**config.mk**
```make
export PLATFORM = sky130hd
export DESIGN_NAME = glu_gate_mul
export DESIGN_NICKNAME = d
export VERILOG_FILES = /design/src/rtl/glu_gate_mul_pkg.sv /design/src/rtl/glu_gate_mul_lane.sv /design/src/rtl/glu_gate_mul.sv
export SDC_FILE = /design/constraint.sdc
export NUM_CORES = 1
export LEC_CHECK = 0
export CAP_MARGIN = 20
export CORE_ASPECT_RATIO = 1.75
export CORE_UTILIZATION = 59
export CTS_CLUSTER_SIZE = 28
export DETAILED_ROUTE_END_ITERATION = 6
export DONT_BUFFER_PORTS = 1
export PLACE_DENSITY = 0.78
export REMOVE_ABC_BUFFERS = 1
export SLEW_MARGIN = 20
export SYNTH_ARGS = -nofsm -noshare
export SYNTH_HDL_FRONTEND = slang
export SYNTH_SLANG_ARGS = --single-unit
```
**constraint.sdc**
```tcl
create_clock -name clk -period 5.5 [get_ports clk]
set_input_delay 0.825 -clock clk [delete_from_list [all_inputs] [get_ports clk]]
set_output_delay 0.825 -clock clk [all_outputs]
set_load 0.1 [all_outputs]
```
**src/rtl/glu_gate_mul_pkg.sv**
```systemverilog
// Shared fixed-point helpers for the FFN activation/gating stages.
// All rounding math is done at 66 bits so any lane width up to 32 fits.
package glu_gate_mul_pkg;

  localparam int DEF_WIDTH = 16;
  localparam int DEF_FRAC  = 8;
  localparam int MAX_WIDTH = 32;

  typedef logic signed [DEF_WIDTH-1:0] lane_t;

  // Round half away from zero: r = sign(p) * ((|p| + 2^(frac-1)) >> frac).
  function automatic logic signed [65:0] round_half_away(input logic signed [63:0] p,
                                                         input int frac);
    logic [64:0]        mag;
    logic signed [65:0] r;
    mag = p[63] ? (65'd0 - 65'(p)) : 65'(p);
    mag = mag + (65'd1 << (frac - 1));
    r   = $signed({1'b0, mag >> frac});
    return p[63] ? -r : r;
  endfunction

  function automatic logic signed [65:0] lane_max(input int w);
    return (66'sd1 <<< (w - 1)) - 66'sd1;
  endfunction

  function automatic logic signed [65:0] lane_min(input int w);
    return -(66'sd1 <<< (w - 1));
  endfunction

endpackage

```
**src/rtl/glu_gate_mul_lane.sv**
```systemverilog
// One lane of the gate multiplier: product register, round, saturate, sat flag.
module glu_lane_mul
  import glu_gate_mul_pkg::*;
#(
  parameter int WIDTH = DEF_WIDTH,
  parameter int FRAC  = DEF_FRAC
) (
  input  logic             clk,
  input  logic             rst_n,
  input  logic             ld1,
  input  logic             ld2,
  input  logic [WIDTH-1:0] gate,
  input  logic [WIDTH-1:0] up,
  output logic [WIDTH-1:0] res,
  output logic             sat
);

  localparam logic signed [65:0] MAXV = lane_max(WIDTH);
  localparam logic signed [65:0] MINV = lane_min(WIDTH);

  logic signed [2*WIDTH-1:0] prod;
  logic signed [65:0]        rnd;

  assign rnd = round_half_away(64'(prod), FRAC);

  always_ff @(posedge clk or negedge rst_n) begin
    if (!rst_n) prod <= '0;
    else if (ld1) prod <= $signed(gate) * $signed(up);
  end

  always_ff @(posedge clk or negedge rst_n) begin
    if (!rst_n) begin
      res <= '0;
      sat <= 1'b0;
    end else if (ld2) begin
      if (rnd > MAXV) begin
        res <= {1'b0, {(WIDTH-1){1'b1}}};
        sat <= 1'b1;
      end else if (rnd < MINV) begin
        res <= {1'b1, {(WIDTH-1){1'b0}}};
        sat <= 1'b1;
      end else begin
        res <= rnd[WIDTH-1:0];
        sat <= 1'b0;
      end
    end
  end

endmodule

```
**src/rtl/glu_gate_mul.sv**
```systemverilog
// GLU gate multiplier: joins gate/up streams, 2-stage lane multiply with
// round-half-away + saturation, valid/ready backpressure, saturation counter.
module glu_gate_mul
  import glu_gate_mul_pkg::*;
#(
  parameter int DIM       = 1,
  parameter int WIDTH     = DEF_WIDTH,
  parameter int FRAC      = DEF_FRAC,
  parameter int CNT_WIDTH = 32
) (
  input  logic                 clk,
  input  logic                 rst_n,
  input  logic                 gate_valid,
  output logic                 gate_ready,
  input  logic [DIM*WIDTH-1:0] gate_vec,
  input  logic                 up_valid,
  output logic                 up_ready,
  input  logic [DIM*WIDTH-1:0] up_vec,
  output logic                 out_valid,
  input  logic                 out_ready,
  output logic [DIM*WIDTH-1:0] out_vec,
  output logic                 out_sat,
  input  logic                 sat_clr,
  output logic [CNT_WIDTH-1:0] sat_count
);

  localparam int STAGES = 2;

  if (FRAC < 1 || FRAC >= WIDTH || WIDTH > MAX_WIDTH) begin : g_bad_cfg
    $error("glu_gate_mul: unsupported WIDTH/FRAC");
  end

  // vld_pipe[1] = stage-1 product valid, vld_pipe[2] = out_valid
  logic [STAGES:1] vld_pipe;
  logic            s1_adv, s2_adv, in_fire, ld2;
  logic [DIM-1:0]  lane_sat;

  assign s2_adv     = !vld_pipe[2] | out_ready;
  assign s1_adv     = !vld_pipe[1] | s2_adv;
  assign gate_ready = up_valid & s1_adv;
  assign up_ready   = gate_valid & s1_adv;
  assign in_fire    = gate_valid & up_valid & s1_adv;
  assign ld2        = s2_adv & vld_pipe[1];
  assign out_valid  = vld_pipe[2];
  assign out_sat    = |lane_sat;

  always_ff @(posedge clk or negedge rst_n) begin
    if (!rst_n) vld_pipe <= '0;
    else begin
      if (s1_adv) vld_pipe[1] <= in_fire;
      if (s2_adv) vld_pipe[2] <= vld_pipe[1];
    end
  end

  for (genvar j = 0; j < DIM; j++) begin : g_lane
    glu_lane_mul #(.WIDTH(WIDTH), .FRAC(FRAC)) u_lane (
      .clk   (clk),
      .rst_n (rst_n),
      .ld1   (in_fire),
      .ld2   (ld2),
      .gate  (gate_vec[j*WIDTH +: WIDTH]),
      .up    (up_vec[j*WIDTH +: WIDTH]),
      .res   (out_vec[j*WIDTH +: WIDTH]),
      .sat   (lane_sat[j])
    );
  end

  // Clear wins over a same-cycle increment; counter sticks at all-ones.
  always_ff @(posedge clk or negedge rst_n) begin
    if (!rst_n) sat_count <= '0;
    else if (sat_clr) sat_count <= '0;
    else if (out_valid && out_ready && out_sat && !(&sat_count))
      sat_count <= sat_count + 1'b1;
  end

endmodule

```
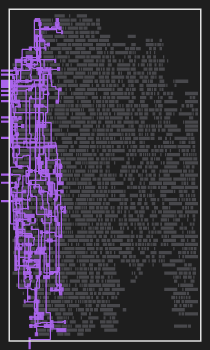
Run 1: nets reached from selected ports
(1.5 px per um)
up_vec: shown in purple, bits 16, direction input, edge 15 left, 1 bottom, end cells 254, buffers 0, wire 3190 um.

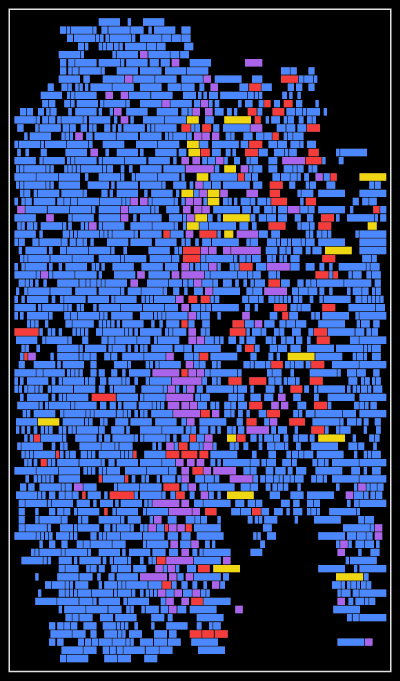
Run 1: cell sizes after repair
(3 px per um)
_0 and _1 cells: shown in blue, cells 1596. _2 cells: shown in red, cells 93. _3 and _4 cells: shown in purple, cells 139. _6 and larger: shown in yellow, cells 23.

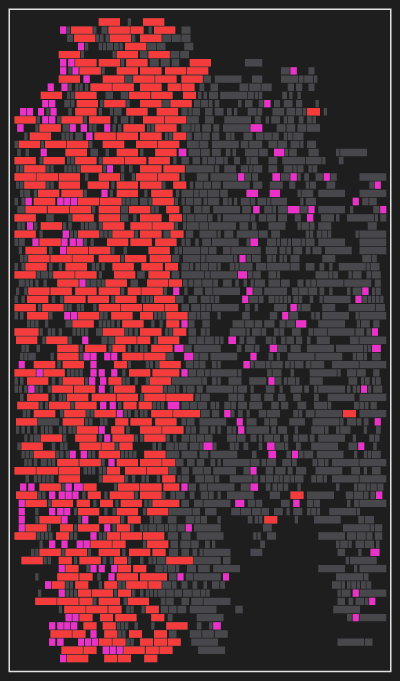
Run 1: gate families picked out
(3 px per um)
and/or cells: shown in magenta, cells 173, most used and2_1, where all over the die. fa/ha/maj cells: shown in red, cells 348, most used fa_1.

==> qor.yml, run 1 <==
status: "finished, violations left"
violations: "setup timing"
vias: 12600
clk_pin_slew_ns: 0.06
cp-startpoint: "up_vec[1]"
track_usage_pct: 26.9
fin_ws_ns: -1.19
fin_cells: 2175
synth_top_flop_cell: "dfrtp_1"
avgRoutedWirePerCell_um: 16.6
syn_avg_cell_area_um2: 8.91
cts_tree: "yes"
topCombFamilyByArea: "adder cells"
ys_chip_area_mm2: 0.0161
syn_area_mm2: 0.0161
overflow: 0
warning_count: 27
final_common_cell: "inv_1"
wl_met1_um: 13700
use_met3_pct: 3.26
seq_cell_count: 83
comb_area_share_pct: 72.6
nNetsFinal: 2232
busiest_layer: "met2"
htreeDepth: 3
drive_gt1_share_pct: 13.8
maxCapViolations: 0
worstSetupPathDepth: 26
logic_gates: 1335
setup_viol_count_final: 11
critPathBufInv: 6
met3WireLength_um: 1520
hpwl_um: 29400
timing.hold.ws_ns: 0.156
lay_top_cells: "287 x inv_1, 259 x fa_1, 208 x nand2_1"
nWellTaps: 324
ys_sh_mux_pct: 1.21
ys_ff: 83
die_w_um: 127
rows: 79
placedCellCount: 2143
clock_buffers: 9
==> inputs of run 2 (changes only) <==
- CORE_UTILIZATION: 59 -> 30
- PLACE_DENSITY: 0.78 -> default
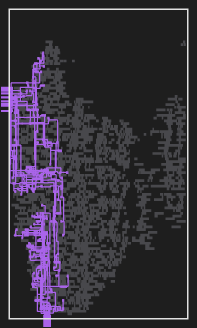
Run 2: nets reached from selected ports
(1 px per um)
up_vec: shown in purple, bits 16, direction input, edge 9 left, 7 bottom, end cells 254, buffers 0, wire 3940 um.

==> qor.yml, run 2 <==
status: "finished, violations left"
violations: "setup timing"
final_common_cell: "inv_1"
topCombFamilyByArea: "adder cells"
placedCellCount: 2495  # +16%
busiest_layer: "met2"
ys_ff: 83  # unchanged
track_usage_pct: 15.6  # -11 points
nWellTaps: 678  # +110%
worstSetupPathDepth: 24  # -7.7%
fin_ws_ns: -0.988  # +0.198 ns
nNetsFinal: 2226  # -0.27%
overflow: 0  # unchanged
htreeDepth: 3  # unchanged
setup_viol_count_final: 13  # +2
die_w_um: 177  # +40%
avgRoutedWirePerCell_um: 16.3  # -2.2%
cp-startpoint: "gate_vec[11]"
use_met3_pct: 1.96  # -1.3 points
hpwl_um: 33800  # +15%
vias: 12300  # -1.7%
cts_tree: "yes"
syn_area_mm2: 0.0161  # unchanged
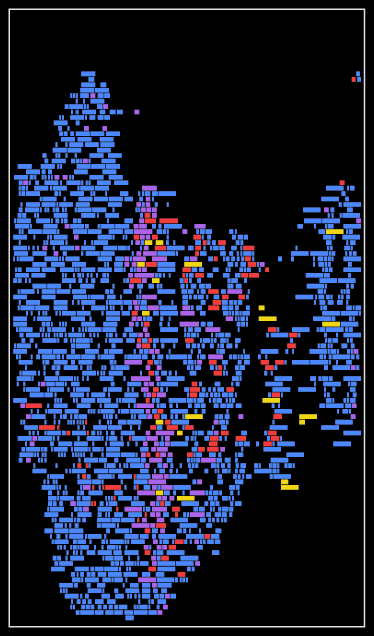
Run 2: cell sizes after repair
(2 px per um)
_3 and _4 cells: shown in purple, cells 151. _6 and larger: shown in yellow, cells 20. _0 and _1 cells: shown in blue, cells 1566. _2 cells: shown in red, cells 108.
final instance area: 0.0181 mm2
Layout area overhead: 13.0%

==> inputs of run 3 (changes only) <==
- CTS_CLUSTER_SIZE: 28 -> 12
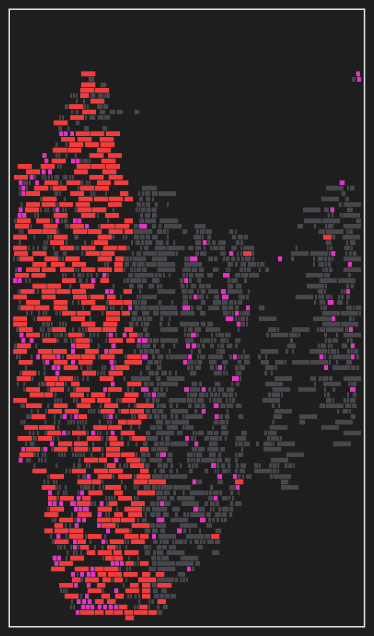
Run 3: gate families picked out
(2 px per um)
and/or cells: shown in magenta, cells 173, most used and2_1. fa/ha/maj cells: shown in red, cells 348, most used fa_1.

==> qor.yml, run 3 <==
final_cell_area_mm2: 0.0181  # unchanged
critical_path_arrival_ns: 6.73
critPathCaptureType: "register"
worstSetupPathDepth: 24  # unchanged
vias: 12300  # unchanged
status: "finished, violations left"
htreeDepth: 3  # unchanged
clk_pin_slew_ns: 0.06
placedCellCount: 2495  # unchanged
met2_usage_pct: 31.0
hold_buffers: 0
track_usage_pct: 15.6  # unchanged
nNetsFinal: 2226  # unchanged
busiest_layer: "met2"
postLayoutCoreUtil_pct: 34.5
setup_viol_count_final: 13  # unchanged
use_met3_pct: 1.96  # unchanged
avgRoutedWirePerCell_um: 16.3  # unchanged
overflow: 0  # unchanged
syn_area_mm2: 0.0161  # unchanged
top_area_share_pct: 32.7
cts_tree: "yes"
area_leaders: "fa_1 33%, dfrtp_1 13%, inv_1 6.9%"
dp_slack_ns: -1.92
fmax_mhz: 154
cp-startpoint: "gate_vec[11]"
topCombFamilyByArea: "adder cells"
fin_ws_ns: -0.988  # unchanged
cp_top_family: "adder cells"
area_growth_pct: 13.0  # unchanged
ys_ff: 83  # unchanged
gp_congestion: 0.895
cts_resized: 64
die_w_um: 177  # unchanged
cp-start-kind: "primary input"
dr_wl_met2_um: 23100
violations: "setup timing"
synthCells: 1803
final_common_cell: "inv_1"
hpwl_um: 33800  # unchanged
nWellTaps: 678  # unchanged
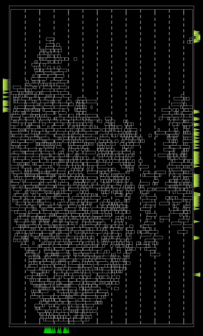
Run 3: cell outlines without signal wires
Cell Rows: 111
Non-Filler Instances: 2523
FILL cells: 5402
flip-flops: 83
fraction of area in registers: 11.5%


==> layout pictures side by side <==
Pin map.
Plate I
(3 px per um) Pins as bars across the die edge, other pins in grey.
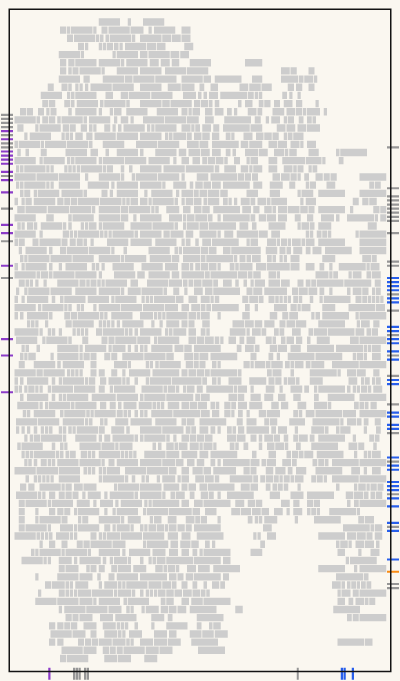
Plate II
(2 px per um) Pins as bars across the die edge, other pins in grey.
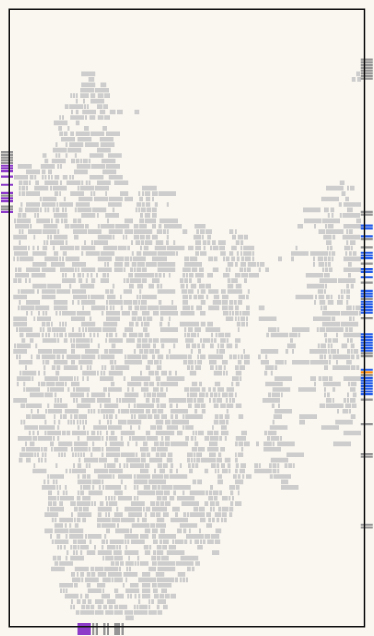
Of these, largest die: Plate II
| from | picture |
|---|---|
| run 1 | Plate I |
| run 3 | Plate II |

Key to Plate I:
sat_count: shown in blue, pins 32, direction output, edge 29 right, 3 bottom. sat_clr: shown in orange, pins 1, direction input, edge right. up_vec: shown in purple, pins 16, direction input, edge 15 left, 1 bottom.
All pins by edge: 54 right, 26 left, 10 bottom.

